**M3 wires**

Scale: 3 px per um.
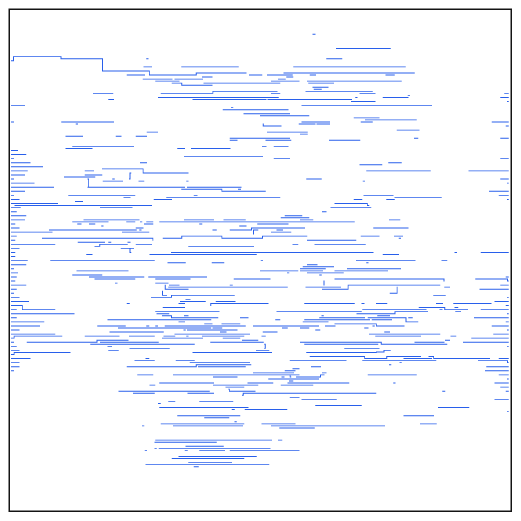
**Cells by drive strength**

Scale: 2 px per um.
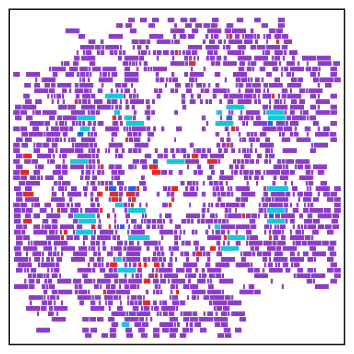
**Congestion heat map**

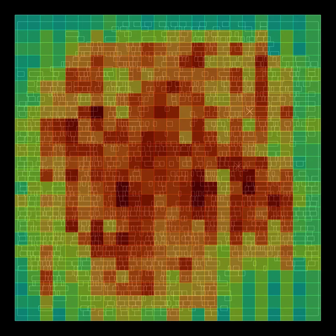
**Gate-type map**

Scale: 2 px per um.
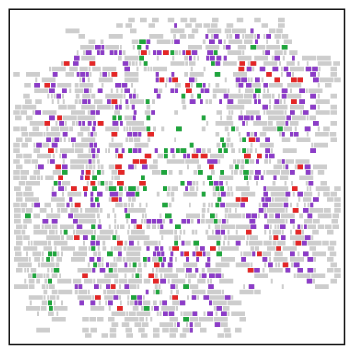
**Cell classes on the final placement**

Scale: 2 px per um. Fill, decap, tap and diode cells in gray.
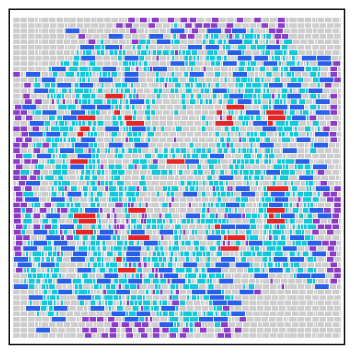
## src/rtl/mtime_timer.sv

```systemverilog
// Memory-mapped RISC-V machine timer: 64-bit mtime with prescaler, mtimecmp and msip.
// Exposes mtime directly and raises timer/software interrupt lines for the core.
module mtime_timer #(
  parameter logic [31:0] BASE_ADDR = 32'h4000_0000,
  parameter int unsigned PRESCALE  = 1
) (
  input  logic        i_clk,
  input  logic        i_rst,
  input  logic [31:0] i_addr,
  input  logic [31:0] i_wr_data,
  input  logic [3:0]  i_byte_wr_en,
  input  logic        i_rd_en,
  output logic [31:0] o_rd_data,
  output logic [63:0] o_mtime,
  output logic        o_timer_irq,
  output logic        o_sw_irq
);

  localparam logic [15:0] PS_LAST = 16'(PRESCALE - 1);

  logic [15:0] ps_cnt;
  logic        tick;
  logic [63:0] mtime;
  logic [63:0] mtime_nxt;
  logic [63:0] mtimecmp;
  logic        msip;
  logic        hit;
  logic [2:0]  offset;
  logic        wr;
  logic [31:0] rd_word;
  logic        unused_addr_bits;

  assign hit              = (i_addr[31:5] == BASE_ADDR[31:5]);
  assign offset           = i_addr[4:2];
  assign wr               = hit && (i_byte_wr_en != 4'b0000);
  assign tick             = (ps_cnt == PS_LAST);
  assign unused_addr_bits = ^i_addr[1:0];

  function automatic logic [31:0] merge_bytes(input logic [31:0] old_word,
                                              input logic [31:0] new_word,
                                              input logic [3:0]  be);
    logic [31:0] res;
    res = old_word;
    for (int b = 0; b < 4; b++) begin
      if (be[b]) res[8*b +: 8] = new_word[8*b +: 8];
    end
    return res;
  endfunction

  // Read mux sees register values from the start of the cycle, so a read
  // colliding with a write returns the old contents.
  always_comb begin
    // NOTE: default assignment first so no path through the case infers a latch.
    rd_word = '0;
    case (offset)
      3'd0: rd_word = mtime[31:0];
      3'd1: rd_word = mtime[63:32];
      3'd2: rd_word = mtimecmp[31:0];
      3'd3: rd_word = mtimecmp[63:32];
      3'd4: rd_word = {31'b0, msip};
      default: rd_word = '0;
    endcase
  end

  // A software write to either half of mtime wins over the tick increment.
  always_comb begin
    mtime_nxt = mtime;
    if (wr && offset == 3'd0)
      mtime_nxt[31:0] = merge_bytes(mtime[31:0], i_wr_data, i_byte_wr_en);
    else if (wr && offset == 3'd1)
      mtime_nxt[63:32] = merge_bytes(mtime[63:32], i_wr_data, i_byte_wr_en);
    else if (tick)
      mtime_nxt = mtime + 64'd1;
  end

  always_ff @(posedge i_clk) begin
    // NOTE: non-blocking assignments keep every register sampling pre-edge values.
    if (i_rst) begin
      ps_cnt      <= '0;
      mtime       <= '0;
      mtimecmp    <= '1;
      msip        <= 1'b0;
      o_rd_data   <= '0;
      o_timer_irq <= 1'b0;
    end else begin
      ps_cnt      <= tick ? 16'd0 : ps_cnt + 16'd1;
      mtime       <= mtime_nxt;
      o_timer_irq <= (mtime >= mtimecmp);
      if (wr && offset == 3'd2)
        mtimecmp[31:0] <= merge_bytes(mtimecmp[31:0], i_wr_data, i_byte_wr_en);
      if (wr && offset == 3'd3)
        mtimecmp[63:32] <= merge_bytes(mtimecmp[63:32], i_wr_data, i_byte_wr_en);
      if (wr && offset == 3'd4 && i_byte_wr_en[0])
        msip <= i_wr_data[0];
      if (i_rd_en)
        o_rd_data <= hit ? rd_word : 32'd0;
    end
  end

  assign o_mtime  = mtime;
  assign o_sw_irq = msip;

endmodule

```

## config.mk

```make
export PLATFORM = sky130hd
export DESIGN_NAME = mtime_timer
export DESIGN_NICKNAME = d
export VERILOG_FILES = /design/src/rtl/mtime_timer.sv
export SDC_FILE = /design/constraint.sdc
export NUM_CORES = 1
export LEC_CHECK = 0
export CORE_UTILIZATION = 40
export CTS_BUF_LIST = sky130_fd_sc_hd__clkbuf_4 sky130_fd_sc_hd__clkbuf_8 sky130_fd_sc_hd__clkbuf_16
export DETAILED_ROUTE_END_ITERATION = 6
export GPL_TIMING_DRIVEN = 0
export PLACE_DENSITY = 0.7
export SLEW_MARGIN = 20
export SYNTH_ARGS = -nofsm -noshare
export SYNTH_HDL_FRONTEND = slang
export SYNTH_SLANG_ARGS = --single-unit
export TNS_END_PERCENT = 5
```

## constraint.sdc

```tcl
create_clock -name i_clk -period 4.8 [get_ports i_clk]
set_input_delay 0.96 -clock i_clk [delete_from_list [all_inputs] [get_ports i_clk]]
set_output_delay 0.96 -clock i_clk [all_outputs]
set_load 0.05 [all_outputs]
```

==> flow_metrics.env <==
# source this file to load flow results
export IMPL_status="finished with violations"
export IMPL_violations="DRC"
export IMPL_htree_levels=4
export IMPL_crit_family="buffers and inverters"
export IMPL_cts_buffers=17
export IMPL_grt_pass1_vias=11600
export IMPL_final_setup_tns_ps=0
export IMPL_die_height_um=167
export IMPL_fmax_mhz=259
export IMPL_place_port_buffers=165
export IMPL_drive_gt1_frac=0.0566
export IMPL_final_cell_mix="dfxtp_1 (178), clkdlybuf4s50_1 (165), nand2_1 (149)"
export IMPL_dp_cells=1841
export IMPL_relSlewSlack=0.231
export IMPL_synth_cells=1341
export IMPL_slew_violations=0
export IMPL_ctsRootBufferMaster="clkbuf_16"
export IMPL_core_area_um2=26400
export IMPL_dp_hpwl_um=34500
export IMPL_drc=5
export IMPL_tritoncts="done"
export IMPL_post_cts_resized=0
export IMPL_dieArea_um2=27800
export IMPL_numSynthFlops=178
export IMPL_finalHoldViolCount=0
export IMPL_fp_nets=1479
export IMPL_startpoint_type="input pin"
export IMPL_cp_depth=7
export IMPL_cts_hold_buf=0
export IMPL_path_max_fanout=10
export IMPL_min_path_type="flop to flop"
export IMPL_synth_top_flop_cell="dfxtp_1"
export IMPL_dpl_instance_area_um2=12900
export IMPL_rsz0062_at_grt="no"
export IMPL_netlist_area_um2=10900
export IMPL_yosys_warnings=0
export IMPL_cp_end_kind="flop"
export IMPL_clkLatencyLatePin_ps=450
export IMPL_gp_congestion=0.997
export IMPL_period_needed_ps=3870
export IMPL_synth_avg_cell_area_um2=8.11
export IMPL_p_leak_nw=5.41
export IMPL_criticalPathCategory="input pin to flop"
export IMPL_cp_slowest_cell="clkbuf_1"
export IMPL_tool_warnings=29
export IMPL_grt_pass1_wl_um=69300
export IMPL_die_w_um=167
export IMPL_grt_max_degree=17
export IMPL_seq_area_frac_synth=0.328
export IMPL_r2r_slack_ps=1740
export IMPL_slowest_delay_ps=930
export IMPL_antenna_found_initial=0
export IMPL_edf_count=0
export IMPL_cts_buffer_depth=2
export IMPL_grt_ovfl_total=0
export IMPL_vdd_drop_max_mv=0.179
export IMPL_drt_wl_total_um=45700
export IMPL_drtAntennaViolNets=0
export IMPL_drt_iter0_markers=1477
export IMPL_async_flop_share=0
export IMPL_critical_path_cell_chain="clkdlybuf4s50_1, clkbuf_1, nor3b_1, clkbuf_1, a221oi_1, a2bb2oi_1, nor2_1"
export IMPL_tightest_slew_ps=1150
export IMPL_yosys_area_um2=10900
export IMPL_final_cells=1872
export IMPL_worst_path_buf_inv=3
export IMPL_placementRows=59
export IMPL_viasPerCell=6.51
export IMPL_cts_setup_buffers=0
export IMPL_power_per_cell_area_nw_per_um2=240
export IMPL_hold_depth=2
export IMPL_lay_top_count="dfxtp_1"
export IMPL_dr_pass1_iters=7
export IMPL_initial_utilization=0.412
export IMPL_cp_arrival_ps=4250
export IMPL_worstPathRequired_ps=5180
export IMPL_reg2regPathDepth=6
export IMPL_nets=1663
export IMPL_area_growth_pct=24.7
export IMPL_finalCritPeriodShare=0.806
export IMPL_report_final_setup_viol=0
export IMPL_grt_use_total=0.326
export IMPL_synth_distinct_cells=78
export IMPL_ys_cells=1341
export IMPL_fin_area_um2=13600
export IMPL_vias=12200
export IMPL_drv_cap=0
export IMPL_clkSinkCount=178
export IMPL_finClkSkew_ps=9.79
export IMPL_path_common_cell="clkbuf_1"
export IMPL_io_pins=169
export IMPL_clk_pin_slew_worst_paths_ps=70
export IMPL_n_antenna_cell=0
-- 'M3 wires' (at the start) --
share of all routed wire: 10%
nets with wire on the layer: 292
main direction: horizontal
wire length on this layer: 4630 um

-- 'cells by drive strength' (at the start) --
| size | color | cells |
|---|---|---|
| drive 6 and up | cyan | 28 |
| drive 2 | red | 51 |
| drive 1 or less | purple | 1450 |
| drive 3 to 4 | blue | 8 |
nonclk buf count: 258
final worst setup slack: 932 ps

-- 'congestion heat map' (at the start) --
WL/cell: 24.4 um
fin util: 0.515

-- 'gate-type map' (at the start) --
| family | color | cells |
|---|---|---|
| AND and OR gates | green | 100 |
| AND-OR and OR-AND gates | red | 77 |
| inverting AOI/OAI gates | purple | 343 |

-- 'cell classes on the final placement' (at the start) --
| class | color | cells |
|---|---|---|
| clock drivers and dummy loads | red | 31 |
| all other logic | cyan | 1070 |
| other buffers and delay cells | purple | 258 |
| flip-flops | blue | 178 |

area by class of cell:
cell class                      count  area (um2)
Fill cell                        2510       12800
Multi-Input combinational cell    992        6620
Sequential cell                   178        3560
Timing Repair Buffer              165        1650
Clock buffer                       18         439
Tap cell                          335         419
Buffer                             93         402
Inverter                           78         293
Clock inverter                     13         174
per-layer routing:
metal / global-route usage / share of wire / wire length, um
met4: 0.180 / 0.054 / 2480
met5: 0 / 0 / 0
met3: 0.0613 / 0.10 / 4630
met2: 0.512 / 0.44 / 20200
met1: 0.421 / 0.40 / 18500
worst reg2reg max path: stages, from the launching register on:
cell and delay (ps):
dfxtp_1 550, nand4_1 300, nor4_1 860, nand4_1 530
nor4_1 450, a21o_1 180, a221oi_2 50
logic make-up (layout without fill, tap and decap cells):
group           count (synthesis)  in the layout  synth area share
simple gates                  485            485             0.235
compound gates                420            420             0.279
flops                         178            178             0.328
buf+inv                       171            367            0.0639
fa+ha+maj                      67             67            0.0771
xor+xnor                       14             14            0.0113
mux                             6              6           0.00587
metrics by stage:
step           total power, mW  setup slack [ps]  hold slack, ps   util
3_3_place_gp              1.76               413             456  0.491
2_1_floorplan             1.61              1990             438      -
3_5_place_dp              1.76               628             472  0.491
6_report                  3.25               932             489  0.515
4_1_cts                   3.25              1070             491  0.515
5_1_grt                   3.32               921             505  0.515
synthesized netlist by cell type, types with 18 or more instances:
cell         n  area, um2
dfxtp_1    178       3560
and4_1      20        175
nand2_1    149        559
a31oi_1     19        119
ha_1        67        838
nor3_1      22        110
o211ai_1    72        541
a2bb2oi_1   34        298
inv_1       77        289
o21ai_0     44        220
and3_1      40        250
a221oi_1    35        307
nor4_1      18        113
nand4_1     44        275
a21oi_1     76        380
nor2_1      77        289
buf_2       24        120
a22o_1      31        272
clkbuf_1    63        236
nand3_1     44        220
power breakdown:
| group | total, mW | internal [mW] | switching, mW | leakage, nW |
|---|---|---|---|---|
| registers | 1.48 | 1.48 | 0.00616 | 1.44 |
| logic | 0.246 | 0.0971 | 0.149 | 3.67 |
| clock network | 1.52 | 0.842 | 0.678 | 0.296 |
state kept, by name (all words and copies together), names as in the netlist:
name and cells:
mtimecmp 64, o_mtime 64, o_rd_data 32, ps_cnt 16
o_sw_irq 1, o_timer_irq 1
worst paths after layout:
kind | start | to
setup reg to reg | o_mtime[20]$_SDFFE_PP0P_ | o_mtime[60]$_SDFFE_PP0P_
hold reg to reg | o_rd_data[30]$_SDFFE_PP0P_ | o_rd_data[30]$_SDFFE_PP0P_
setup / recovery | i_addr[4] | o_rd_data[31]$_SDFFE_PP0P_
hold / removal | o_rd_data[30]$_SDFFE_PP0P_ | o_rd_data[30]$_SDFFE_PP0P_
Power and IR drop assume default switching activity.
